### Metal layers overlaid

Drawn at 3 px/um. Only two layers are drawn.
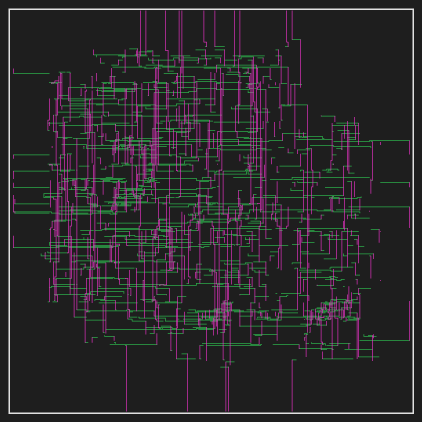
### Pin placement

Drawn at 4 px/um. Pins as bars across the die edge, other pins in grey.
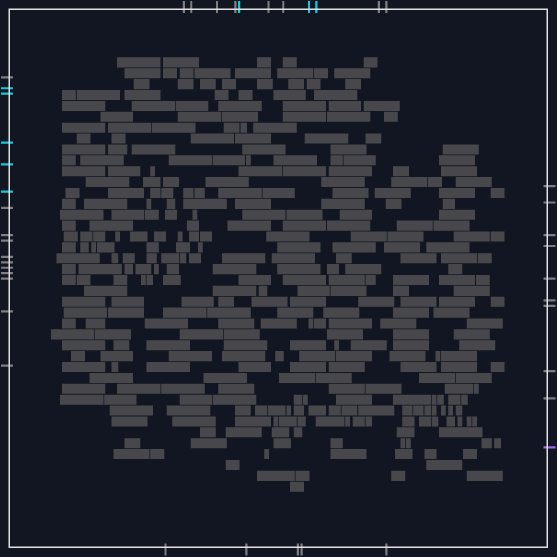
<file path="config.mk">
export PLATFORM = sky130hd
export DESIGN_NAME = fixed_divide_issue
export DESIGN_NICKNAME = d
export VERILOG_FILES = /design/src/rtl/fixed_divide_issue.sv
export SDC_FILE = /design/constraint.sdc
export NUM_CORES = 1
export LEC_CHECK = 0
export CAP_MARGIN = 20
export CORE_MARGIN = 10
export CORE_UTILIZATION = 40
export DETAILED_ROUTE_END_ITERATION = 16
export PLACE_DENSITY = 0.59
export SLEW_MARGIN = 20
export SYNTH_ARGS = -nofsm -noshare
export SYNTH_HDL_FRONTEND = slang
export SYNTH_SLANG_ARGS = --single-unit
</file>
<file path="constraint.sdc">
create_clock -name clk -period 8.6 [get_ports clk]
set_input_delay 1.72 -clock clk [delete_from_list [all_inputs] [get_ports clk]]
set_output_delay 1.72 -clock clk [all_outputs]
set_load 0.01 [all_outputs]
</file>
<file path="src/rtl/fixed_divide_issue.sv">
// Issue stage in front of the fixed-point divider: operand FIFO, credit
// counter, and a flag pipe that lines divide-by-zero/overflow up with results.
//
// Ports:
//   clk, rstn               clock, async active-low reset
//   in_valid/in_ready, a, b operand pair handshake (in_ready registered)
//   div_valid, div_a, div_b issue strobe and operands to the divider
//   credit_ret              one downstream result slot freed
//   tag_valid/zero/ovf      flags aligned with divider out_valid
//   credit_err              sticky credit_ret-at-full error
module fixed_divide_issue #(
  parameter int BITS = 8,
  parameter logic [127:0] PRECISION = "FIXED_04_04",
  parameter int DEPTH = 4,
  parameter int CREDITS = 4,
  parameter int LATENCY = BITS
    + 10 * (int'(PRECISION[15:8]) - 48)
    + (int'(PRECISION[7:0]) - 48) + 1
) (
  input  logic            clk,
  input  logic            rstn,
  input  logic            in_valid,
  output logic            in_ready,
  input  logic [BITS-1:0] a,
  input  logic [BITS-1:0] b,
  output logic            div_valid,
  output logic [BITS-1:0] div_a,
  output logic [BITS-1:0] div_b,
  input  logic            credit_ret,
  output logic            tag_valid,
  output logic            tag_zero,
  output logic            tag_ovf,
  output logic            credit_err
);

  localparam int FRACTION = 10 * (int'(PRECISION[15:8]) - 48)
                          + (int'(PRECISION[7:0]) - 48);
  localparam int SH = BITS - 1 - FRACTION;
  localparam int MW = BITS + FRACTION;
  localparam int AW = $clog2(DEPTH);
  localparam int CW = $clog2(CREDITS + 1);
  localparam int EW = 2 * BITS + 2;

  localparam logic [BITS-1:0] MINV = {1'b1, {(BITS-1){1'b0}}};

  logic [BITS-2:0] a_mag;
  logic [BITS-2:0] b_mag;
  logic [MW-1:0]   a_ext;
  logic [MW-1:0]   b_shf;
  logic            zero;
  logic            ovf;

  // Magnitudes of the most negative value are meaningless here, but
  // that value is flagged as overflow on its own.
  assign a_mag = a[BITS-1] ? (~a[BITS-2:0] + (BITS-1)'(1)) : a[BITS-2:0];
  assign b_mag = b[BITS-1] ? (~b[BITS-2:0] + (BITS-1)'(1)) : b[BITS-2:0];
  assign a_ext = MW'(a_mag);
  assign b_shf = MW'(b_mag) << SH;
  assign zero  = (b == '0);
  assign ovf   = !zero && (a == MINV || b == MINV || a_ext >= b_shf);

  logic [EW-1:0]   mem_q [DEPTH];
  logic [AW-1:0]   wp_q;
  logic [AW-1:0]   rp_q;
  logic [AW:0]     cnt_q;
  logic [AW:0]     cnt_d;
  logic            rdy_q;
  logic [CW-1:0]   cred_q;
  logic [CW-1:0]   cred_d;
  logic            err_q;
  logic            err_d;
  logic            dv_q;
  logic [BITS-1:0] da_q;
  logic [BITS-1:0] db_q;
  logic [LATENCY-1:0] tv_q;
  logic [LATENCY-1:0] tz_q;
  logic [LATENCY-1:0] to_q;
  logic            tvo_q;
  logic            tzo_q;
  logic            too_q;

  logic            push;
  logic            pop;
  logic [BITS-1:0] h_a;
  logic [BITS-1:0] h_b;
  logic            h_z;
  logic            h_o;

  assign push = in_valid && rdy_q;
  assign pop  = (cnt_q != '0) && (cred_q != '0);
  assign {h_a, h_b, h_z, h_o} = mem_q[rp_q];

  always_comb begin
    cnt_d = cnt_q;
    unique case ({push, pop})
      2'b10:   cnt_d = cnt_q + (AW+1)'(1);
      2'b01:   cnt_d = cnt_q - (AW+1)'(1);
      default: cnt_d = cnt_q;
    endcase
  end

  // A return with the counter already full saturates and latches an error,
  // unless an issue consumes a credit in the same cycle.
  always_comb begin
    cred_d = cred_q;
    err_d  = err_q;
    if (pop && !credit_ret) begin
      cred_d = cred_q - CW'(1);
    end else if (!pop && credit_ret) begin
      if (cred_q == CW'(CREDITS)) begin
        err_d = 1'b1;
      end else begin
        cred_d = cred_q + CW'(1);
      end
    end
  end

  always_ff @(posedge clk) begin
    if (push) begin
      mem_q[wp_q] <= {a, b, zero, ovf};
    end
  end

  always_ff @(posedge clk or negedge rstn) begin
    if (!rstn) begin
      wp_q   <= '0;
      rp_q   <= '0;
      cnt_q  <= '0;
      rdy_q  <= 1'b1;
      cred_q <= CW'(CREDITS);
      err_q  <= 1'b0;
      dv_q   <= 1'b0;
      da_q   <= '0;
      db_q   <= '0;
      tv_q   <= '0;
      tz_q   <= '0;
      to_q   <= '0;
      tvo_q  <= 1'b0;
      tzo_q  <= 1'b0;
      too_q  <= 1'b0;
    end else begin
      if (push) begin
        wp_q <= wp_q + AW'(1);
      end
      if (pop) begin
        rp_q <= rp_q + AW'(1);
        da_q <= h_a;
        db_q <= h_b;
      end
      cnt_q  <= cnt_d;
      rdy_q  <= (cnt_d < (AW+1)'(DEPTH));
      cred_q <= cred_d;
      err_q  <= err_d;
      dv_q   <= pop;
      tv_q   <= {tv_q[LATENCY-2:0], pop};
      tz_q   <= {tz_q[LATENCY-2:0], pop && h_z};
      to_q   <= {to_q[LATENCY-2:0], pop && h_o};
      // Output register makes the flags land LATENCY edges after div_valid.
      tvo_q  <= tv_q[LATENCY-1];
      tzo_q  <= tz_q[LATENCY-1];
      too_q  <= to_q[LATENCY-1];
    end
  end

  assign in_ready   = rdy_q;
  assign div_valid  = dv_q;
  assign div_a      = da_q;
  assign div_b      = db_q;
  assign tag_valid  = tvo_q;
  assign tag_zero   = tzo_q;
  assign tag_ovf    = too_q;
  assign credit_err = err_q;

endmodule
</file>
==> out/qor.csv <==
stage;metric;value;unit
sta;relSlewSlack;30.9;%
worst_setup_path;required;8.75;ns
layout;fillerInstances;1084;
floorplanning;die_area;18000;um2
layout;syn_to_final_growth;24.8;%
global_route;grt_pass1_wl;14600;um
place;io_buffers;41;
layout;ff_count;142;
floorplanning;die_x;134;um
layout;nets;364;
route;wl_met1;4180;um
sta;hold_viol_final;0;
layout;n_all_buffers;44;
sta;drv_slew;0;
global_route;grt_pass1_vias;2694;
route;post_drt_wl_per_cell;17.6;um
place;placed_cells;483;
clock_tree;ctsRootBufferMaster;clkbuf_16;
flow_run;openroad.warnings;30;
floorplanning;die_h;134;um
layout;layout.cells.most_common;edfxtp_1;
place;hpwl;5550;um
global_route;use_met1;13.3;%
worst_setup_path;cp_common_cell;or3_1;
clock_tree;clk_latency;0.41;ns
sta;fin_setup_tns;0;ns
floorplanning;fp_util;41.1;%
clock_tree;hold_buffers;0;
synthesis;synth_seq_share;75.2;%
synthesis;synth_warnings;0;
layout;largestClassByArea;sequential cells;
place;pre_cts_ws;4.28;ns
layout;nonClockInverterCount;15;
worst_setup_path;crit_path_end_kind;flip-flop;
clock_tree;cts_resized;0;
route;routed.top_layer;met4;
sta;fin_skew;0.0104;ns
layout;utilization;51.3;%
synthesis;syn-instance-count;273;
layout;instances_no_fill;515;
clock_tree;cts_tree;built;
synthesis;yosys_cells;273;
synthesis;synth_area;5210;um2
flow_run;cap_viol_max_count;0;
sta;setup_viol;0;
clock_tree;clk_path_buf_depth;2;
clock_tree;cts_buffers;17;
global_route;overflow;0;
synthesis;ys_area;5210;um2
layout;diodes;0;
status;status;completed;
layout;nonClkBufAreaFrac;6.58;%
global_route;grt_use_met3;4.63;%
power_and_ir_drop;leakage;2.47;nW
layout;seq_area;3920;um2
sta;max_freq;0.257;GHz
synthesis;ys_types;41;
clock_tree;cts_setup_buffers;0;
route;wl_met2;4310;um
synthesis;syn_nets;307;
route;via_per_inst;4.92;
layout;comb_area_share;18.7;%
worst_setup_path;arrival;4.05;ns
route;wl_met3;463;um
worst_setup_path;crit_slowest_cell;clkdlybuf4s50_1;
worst_setup_path;worst-path-buf-inv;1;
layout;drive_gt1_share;22.4;%
## Picture notes: 'Metal layers overlaid'
| colour | layer | wire length |
|---|---|---|
| magenta | metal 2 | 4310 um |
| green | metal 1 | 4180 um |

## Picture notes: 'Pin placement'
| colour | port | pins | direction | edge |
|---|---|---|---|---|
| cyan | b | 8 | input | 5 west, 3 north |
| purple | rstn | 1 | input | east |

-- path summary, 6_finish.rpt --
path / start / to / slack (ns) / cells past startpoint
setup reg to reg: cred_q[2] / cred_q[2] / 6.24 / 8
min in group asynchronous: rstn / cred_q[0] / 1.48 / 2
max in group asynchronous: rstn / div_a[0] / 6.52 / 2
hold / removal: tv_q[2] / tv_q[3] / 0.34 / 0
hold reg to reg: tv_q[2] / tv_q[3] / 0.34 / 0
setup / recovery: a[1] / mem_q[1][0] / 4.70 / 10
-- logic make-up after synthesis --
kind of cell / count (synthesis) / share of synthesized area (%)
flip-flops: 142 / 75.1
multiplexers: 37 / 11.9
AND/OR/NAND/NOR: 28 / 3.14
buffers and inverters: 21 / 1.61
AND-OR/OR-AND: 19 / 2.57
adder cells (fa/ha/maj): 14 / 3.65
XOR/XNOR: 12 / 2.02
-- sequential cells by signal, summed over array words and instances, names as in the netlist --
signal,count
mem_q,72
to_q,13
tv_q,13
tz_q,13
div_a,8
div_b,8
cnt_q,3
cred_q,3
rp_q,2
wp_q,2
credit_err,1
in_ready,1
tag_ovf,1
tag_valid,1
tag_zero,1
-- synth_stat cells (3+ instances only) --
cell	number	area share, %
a21oi_1	4	0.38
o21ai_0	3	0.29
nor2_1	4	0.29
buf_2	4	0.38
edfxtp_1	72	41
dfrtp_1	68	33
mux4_2	18	7.8
nand2_1	6	0.43
mux2_2	18	3.9
xnor2_1	8	1.3
inv_1	15	1.1
or4_1	3	0.43
and3_1	4	0.48
ha_1	12	2.9
xor2_1	4	0.67
-- power breakdown --
part	internal, mW	total, mW	switching (mW)
Clock	0.557	0.819	0.262
Combinational	0.335	0.607	0.272
Sequential	0.941	1.04	0.0989
No activity file was given, so power comes from the tool's default toggle rates.
